===== src/rtl/ccff_loader_pkg.sv =====
`default_nettype none
// +--------------------------------------------------------------------------+
// | Module   : ccff_loader_pkg                                               |
// | Purpose  : Shared types and default sizes for the configuration-chain    |
// |            loader (state encoding, chain length, word and counter width).|
// | Revision : 1.0  initial release                                          |
// +--------------------------------------------------------------------------+
package ccff_loader_pkg;

  localparam int c_def_bitstream_size = 29696;
  localparam int c_def_word_w         = 32;
  localparam int c_def_cnt_w          = 16;

  typedef enum logic [1:0] {
    ST_IDLE   = 2'd0,
    ST_LOAD   = 2'd1,
    ST_TEST   = 2'd2,
    ST_FINISH = 2'd3
  } state_e;

endpackage : ccff_loader_pkg
`default_nettype wire


===== src/rtl/ccff_word_serializer.sv =====
`default_nettype none
// +--------------------------------------------------------------------------+
// | Module   : ccff_word_serializer                                          |
// | Purpose  : One-word shift buffer that accepts bitstream words over a     |
// |            valid/ready handshake and presents them MSB-first, one bit    |
// |            per enabled cycle.                                            |
// | Ports    : prog_clk, pReset (sync, active-low)                           |
// |            i_clear       drop any buffered bits                          |
// |            i_en          serializer may accept words and shift           |
// |            i_more        more than one bit still needed by the chain     |
// |            i_word_data / i_word_valid / o_word_ready  word stream        |
// |            o_bit / o_bit_vld  current bit and "bit is consumed" strobe   |
// | Revision : 1.0  initial release                                          |
// +--------------------------------------------------------------------------+
module ccff_word_serializer
  import ccff_loader_pkg::*;
#(
  parameter int WORD_W = c_def_word_w
) (
  input  logic              prog_clk,
  input  logic              pReset,
  input  logic              i_clear,
  input  logic              i_en,
  input  logic              i_more,
  input  logic [WORD_W-1:0] i_word_data,
  input  logic              i_word_valid,
  output logic              o_word_ready,
  output logic              o_bit,
  output logic              o_bit_vld
);

  localparam int c_idx_w = (WORD_W > 1) ? $clog2(WORD_W) : 1;

  logic [WORD_W-1:0]  r_buf;
  logic [c_idx_w-1:0] r_idx;
  logic               r_full;
  logic               w_last;
  logic               w_load;

  // Index 0 is the final bit of the buffered word.
  assign w_last       = r_full & (r_idx == '0);
  // Refill in the same cycle the last bit leaves, so valid-held words stream
  // without bubbles; never ask for a word the chain no longer needs.
  assign o_word_ready = i_en & (~r_full | (w_last & i_more));
  assign w_load       = o_word_ready & i_word_valid;
  assign o_bit_vld    = i_en & r_full;
  assign o_bit        = r_buf[r_idx];

  always_ff @(posedge prog_clk) begin
    if (!pReset || i_clear) begin
      r_buf  <= '0;
      r_idx  <= '0;
      r_full <= 1'b0;
    end else if (w_load) begin
      r_buf  <= i_word_data;
      r_idx  <= c_idx_w'(WORD_W - 1);
      r_full <= 1'b1;
    end else if (o_bit_vld) begin
      if (w_last) begin
        r_full <= 1'b0;
      end else begin
        r_idx <= r_idx - c_idx_w'(1);
      end
    end
  end

endmodule : ccff_word_serializer
`default_nettype wire


===== src/rtl/ccff_loader.sv =====
`default_nettype none
// +--------------------------------------------------------------------------+
// | Module   : ccff_loader                                                   |
// | Purpose  : Configuration-chain controller. Serializes 32-bit bitstream   |
// |            words MSB-first onto ccff_head and raises shift_en only for   |
// |            cycles that carry a valid bit. Optional chain-length test     |
// |            injects a single 1 and expects it at ccff_tail after exactly  |
// |            BITSTREAM_SIZE shifts.                                        |
// | Config   : CCFF_LOADER_CHAIN_TEST_EN enables the TEST mode and tail      |
// |            checking; without it mode is ignored and error is 0.          |
// | Ports    : prog_clk, pReset (sync, active-low)                           |
// |            start, mode                 operation request                 |
// |            word_data/word_valid/word_ready  bitstream word stream        |
// |            ccff_head, shift_en         registered chain drive            |
// |            ccff_tail                   chain return                      |
// |            busy, done, error, bit_count  status                          |
// | Revision : 1.0  initial release                                          |
// +--------------------------------------------------------------------------+
module ccff_loader
  import ccff_loader_pkg::*;
#(
  parameter int BITSTREAM_SIZE = c_def_bitstream_size,
  parameter int WORD_W         = c_def_word_w,
  parameter int CNT_W          = c_def_cnt_w
) (
  input  logic              prog_clk,
  input  logic              pReset,
  input  logic              start,
  input  logic              mode,
  input  logic [WORD_W-1:0] word_data,
  input  logic              word_valid,
  output logic              word_ready,
  output logic              ccff_head,
  input  logic              ccff_tail,
  output logic              shift_en,
  output logic              busy,
  output logic              done,
  output logic              error,
  output logic [CNT_W-1:0]  bit_count
);

  localparam logic [CNT_W-1:0] c_size    = CNT_W'(BITSTREAM_SIZE);
  localparam logic [CNT_W-1:0] c_size_m1 = CNT_W'(BITSTREAM_SIZE - 1);
  localparam logic [CNT_W-1:0] c_size_p2 = CNT_W'(BITSTREAM_SIZE + 2);

  state_e           r_state;
  state_e           w_state_nxt;
  logic             r_head;
  logic             w_head_nxt;
  logic             r_shift_en;
  logic             w_shift_nxt;
  logic             r_done;
  logic             w_done_nxt;
  logic [CNT_W-1:0] r_count;
  logic [CNT_W-1:0] w_count_nxt;
  logic             w_test_shift;
  logic             w_start_acc;
  logic             w_mode;
  logic             w_bit;
  logic             w_bit_vld;
  logic             w_ser_en;
  logic             w_ser_more;
  logic             w_ser_clear;

  assign w_start_acc = (r_state == ST_IDLE) & start;

  // The serializer only runs while the chain still needs bits; once the
  // count hits the chain length any leftover buffered bits are dropped.
  assign w_ser_en    = (r_state == ST_LOAD) & (r_count < c_size);
  assign w_ser_more  = (r_count < c_size_m1);
  assign w_ser_clear = (r_state != ST_LOAD);

  ccff_word_serializer #(
    .WORD_W (WORD_W)
  ) u_ser (
    .prog_clk     (prog_clk),
    .pReset       (pReset),
    .i_clear      (w_ser_clear),
    .i_en         (w_ser_en),
    .i_more       (w_ser_more),
    .i_word_data  (word_data),
    .i_word_valid (word_valid),
    .o_word_ready (word_ready),
    .o_bit        (w_bit),
    .o_bit_vld    (w_bit_vld)
  );

  always_ff @(posedge prog_clk) begin
    if (!pReset) begin
      r_state    <= ST_IDLE;
      r_head     <= 1'b0;
      r_shift_en <= 1'b0;
      r_done     <= 1'b0;
      r_count    <= '0;
    end else begin
      r_state    <= w_state_nxt;
      r_head     <= w_head_nxt;
      r_shift_en <= w_shift_nxt;
      r_done     <= w_done_nxt;
      r_count    <= w_count_nxt;
    end
  end

  always_comb begin
    w_state_nxt  = r_state;
    w_head_nxt   = r_head;
    w_shift_nxt  = 1'b0;
    w_done_nxt   = r_done;
    w_count_nxt  = r_count;
    w_test_shift = 1'b0;
    case (r_state)
      ST_IDLE: begin
        w_head_nxt = 1'b0;
        if (start) begin
          w_done_nxt  = 1'b0;
          w_count_nxt = '0;
          w_state_nxt = w_mode ? ST_TEST : ST_LOAD;
        end
      end
      ST_LOAD: begin
        if (r_count == c_size) begin
          w_head_nxt  = 1'b0;
          w_state_nxt = ST_FINISH;
        end else if (w_bit_vld) begin
          w_head_nxt  = w_bit;
          w_shift_nxt = 1'b1;
          w_count_nxt = r_count + CNT_W'(1);
        end
        // Underflow: head holds and shift_en stays low, chain simply waits.
      end
      ST_TEST: begin
        if (r_count == c_size_p2) begin
          w_head_nxt  = 1'b0;
          w_state_nxt = ST_FINISH;
        end else begin
          w_head_nxt   = (r_count == '0);
          w_shift_nxt  = 1'b1;
          w_count_nxt  = r_count + CNT_W'(1);
          w_test_shift = 1'b1;
        end
      end
      ST_FINISH: begin
        w_head_nxt  = 1'b0;
        w_done_nxt  = 1'b1;
        w_state_nxt = ST_IDLE;
      end
      default: begin
        w_state_nxt = ST_IDLE;
      end
    endcase
  end

`ifdef CCFF_LOADER_CHAIN_TEST_EN
  // Tail check pipeline: a shift issued at edge k moves the chain at edge
  // k+1, and the resulting tail level is sampled at edge k+2.
  logic r_chk_vld1;
  logic r_chk_exp1;
  logic r_chk_vld2;
  logic r_chk_exp2;
  logic r_error;

  always_ff @(posedge prog_clk) begin
    if (!pReset || w_start_acc) begin
      r_chk_vld1 <= 1'b0;
      r_chk_exp1 <= 1'b0;
      r_chk_vld2 <= 1'b0;
      r_chk_exp2 <= 1'b0;
      r_error    <= 1'b0;
    end else begin
      r_chk_vld1 <= w_test_shift;
      r_chk_exp1 <= (w_count_nxt == c_size);
      r_chk_vld2 <= r_chk_vld1;
      r_chk_exp2 <= r_chk_exp1;
      if (r_chk_vld2 && (ccff_tail != r_chk_exp2)) begin
        r_error <= 1'b1;
      end
    end
  end

  assign error  = r_error;
  assign w_mode = mode;
`else
  logic w_unused;
  assign w_unused = ^{ccff_tail, mode, w_test_shift};
  assign error    = 1'b0;
  assign w_mode   = 1'b0;
`endif

  assign ccff_head = r_head;
  assign shift_en  = r_shift_en;
  assign done      = r_done;
  assign bit_count = r_count;
  assign busy      = (r_state != ST_IDLE);

endmodule : ccff_loader
`default_nettype wire

===== config.mk =====
export PLATFORM = sky130hd
export DESIGN_NAME = ccff_loader
export DESIGN_NICKNAME = d
export VERILOG_FILES = /design/src/rtl/ccff_loader_pkg.sv /design/src/rtl/ccff_word_serializer.sv /design/src/rtl/ccff_loader.sv
export SDC_FILE = /design/constraint.sdc
export NUM_CORES = 1
export LEC_CHECK = 0
export CAP_MARGIN = 10
export CORE_ASPECT_RATIO = 2
export CORE_MARGIN = 1.5
export CORE_UTILIZATION = 45
export CTS_CLUSTER_DIAMETER = 80
export CTS_CLUSTER_SIZE = 40
export DETAILED_ROUTE_END_ITERATION = 16
export PLACE_DENSITY = 0.84
export SKIP_LAST_GASP = 1
export SLEW_MARGIN = 20
export SYNTH_ARGS = -nofsm -noshare
export SYNTH_HDL_FRONTEND = slang
export SYNTH_SLANG_ARGS = --single-unit

===== constraint.sdc =====
create_clock -name prog_clk -period 2.4 [get_ports prog_clk]
set_input_delay 0.48 -clock prog_clk [delete_from_list [all_inputs] [get_ports prog_clk]]
set_output_delay 0.48 -clock prog_clk [all_outputs]
set_load 0.005 [all_outputs]

Signal wires on met1:
Bar = 20 um. Supply wires on this layer in gray.
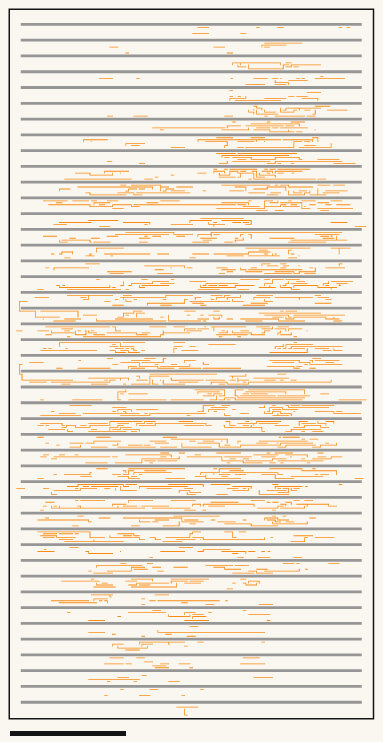
wire length on this layer: 3,030 um
share of all routed wire: 34%
longest straight run: 22.5 um
nets with wire on the layer: 421
main direction: horizontal
M1 GR Usage: 22.2%
detailed-route via count: 3,055
WL final: 9.00 mm

The metal 2 layer:
Bar = 20 um.
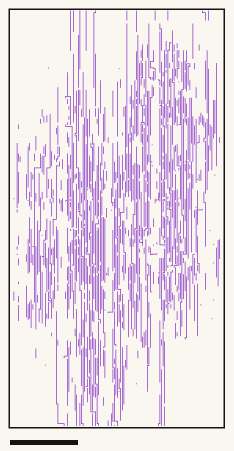
wire length on this layer: 5,100 um
nets with wire on the layer: 426
main direction: vertical
share of all routed wire: 57%
longest straight run: 39.4 um
GR Util met2: 43.7%

==> job_summary.md <==
### Flow metrics

| Metric | Value |
|---|---|
| Run status | complete, but fails checks |
| Failing checks | setup timing |
| Fin util | 64.0% |
| Sequential share of the synthesized area | 37.0% |
| Final TNS setup | -0.0792 ns |
| Registers | 59 |
| GR Util All Layers | 23.1% |
| Pint | 0.00257 W |
| Tool warning count | 37 |
| Fmax | 403 MHz |
| CTS sink cnt | 59 |
| First-pass GRT wire length | 13.8 mm |
| Vias in the first global route | 2,960 |
| Area leader share | 37.0% |
| Gate power share | 36.1% |
| Synth unique cells | 56 |
| WL per Instance | 17.0 um |
| Slowest cell on crit path | or4b_4 |
| CLK BUF | 15 |
| Reg-to-Reg Start | u_ser.r_idx[0] |
| Startpoint Class | flop |
| Max Slew Vio Count | 0 |
| R2r setup slk | 0.01 ns |
| Crit path cell chain | inv_2 -> ha_1 -> or4b_4 -> a2111oi_4 -> o31a_1 -> buf_2 |
| Share of power burned in registers | 29.1% |
| Post-synth ARST share | 0% |
| LEAKAGE | 1.85 nW |
| Layout Area Growth over Synthesis | 37.9% |
| Largest net degree at the start of global routing | 39 |
| Via density | 5.79 |
| # setup viols final | 1 |
| RSZ-0062 raised after global routing | true |
| Most frequently placed logic cells in the final layout | dfxtp_1, clkdlybuf4s50_1, nor2_1, mux2i_1, buf_4 |
| # Taps | 90 |
| Ys flop type | dfxtp_1 |
| DPL Wire Length | 6.00 mm |
| Setup slack after layout | -0.0792 ns |
| Gr ovfl total | 0 |
| DP Area | 3980 um2 |
| Die y size | 122 um |
| Residual DRC | 0 |
| Tmin final | 2.48 ns |
| Pwr Total | 0.00379 W |
| Most frequent logic cell in the layout | dfxtp_1 |
| Inverters excl. clock | 15 |
| Relative slew slack | 59.7% |
| Chip area | 7650 um2 |
| Placed insts | 505 |
[metal layers]
metal / global-route usage, % / share of wire (%) / vias to the layer above
li1: - / - / 1451
met1: 22.2 / 34 / 1456
met2: 43.7 / 57 / 107
met3: 5.82 / 4.0 / 41
met4: 13.3 / 5.6 / 0
met5: 0 / 0 / -
[power by group through the flow]
stage                     Sequential (W)  Combinational [W]  Clock, W
after floorplan                  0.00112           0.000812         0
after global placement           0.00111            0.00120         0
after detailed placement         0.00112            0.00122         0
after CTS                        0.00110            0.00123   0.00134
after global routing             0.00111            0.00146   0.00138
final                            0.00110            0.00137   0.00132
[timing repair]
item | in CTS | in global routing
gates cloned | 0 | 3
setup buffers | 3 | 1
setup endpoints to repair | 1 | 22
pin swaps | 1 | 1
gates resized | 7 | 4
hold endpoints to repair | 0 | 0
[state kept, by name, indices dropped and copies added, names as in the netlist]
| name | count |
|---|---|
| u_ser.r_buf | 32 |
| bit_count | 16 |
| u_ser.r_idx | 5 |
| r_state | 2 |
| ccff_head | 1 |
| done | 1 |
| shift_en | 1 |
| u_ser.r_full | 1 |
[critical path, delay by kind of cell (launching register included)]
| kind | cells | cell delay, ns |
|---|---|---|
| fa+ha+maj | 1 | 0.13 |
| simple gates | 1 | 0.48 |
| buf+inv | 2 | 0.18 |
| compound gates | 2 | 0.56 |
| flops | 1 | 0.33 |
[logic make-up (layout without fill, tap and decap cells)]
group	count (synthesis)	in the layout	share of synthesized area [%]
XOR/XNOR	4	4	1.10
adder cells (fa/ha/maj)	10	10	3.92
AND/OR/NAND/NOR	143	143	23.3
multiplexers	44	44	16.3
other	1	1	0.117
flip-flops	59	59	37.0
AND-OR/OR-AND	56	56	12.6
buffers and inverters	37	121	5.72
Power figures rest on the tool's default switching activity, not on a simulated workload.
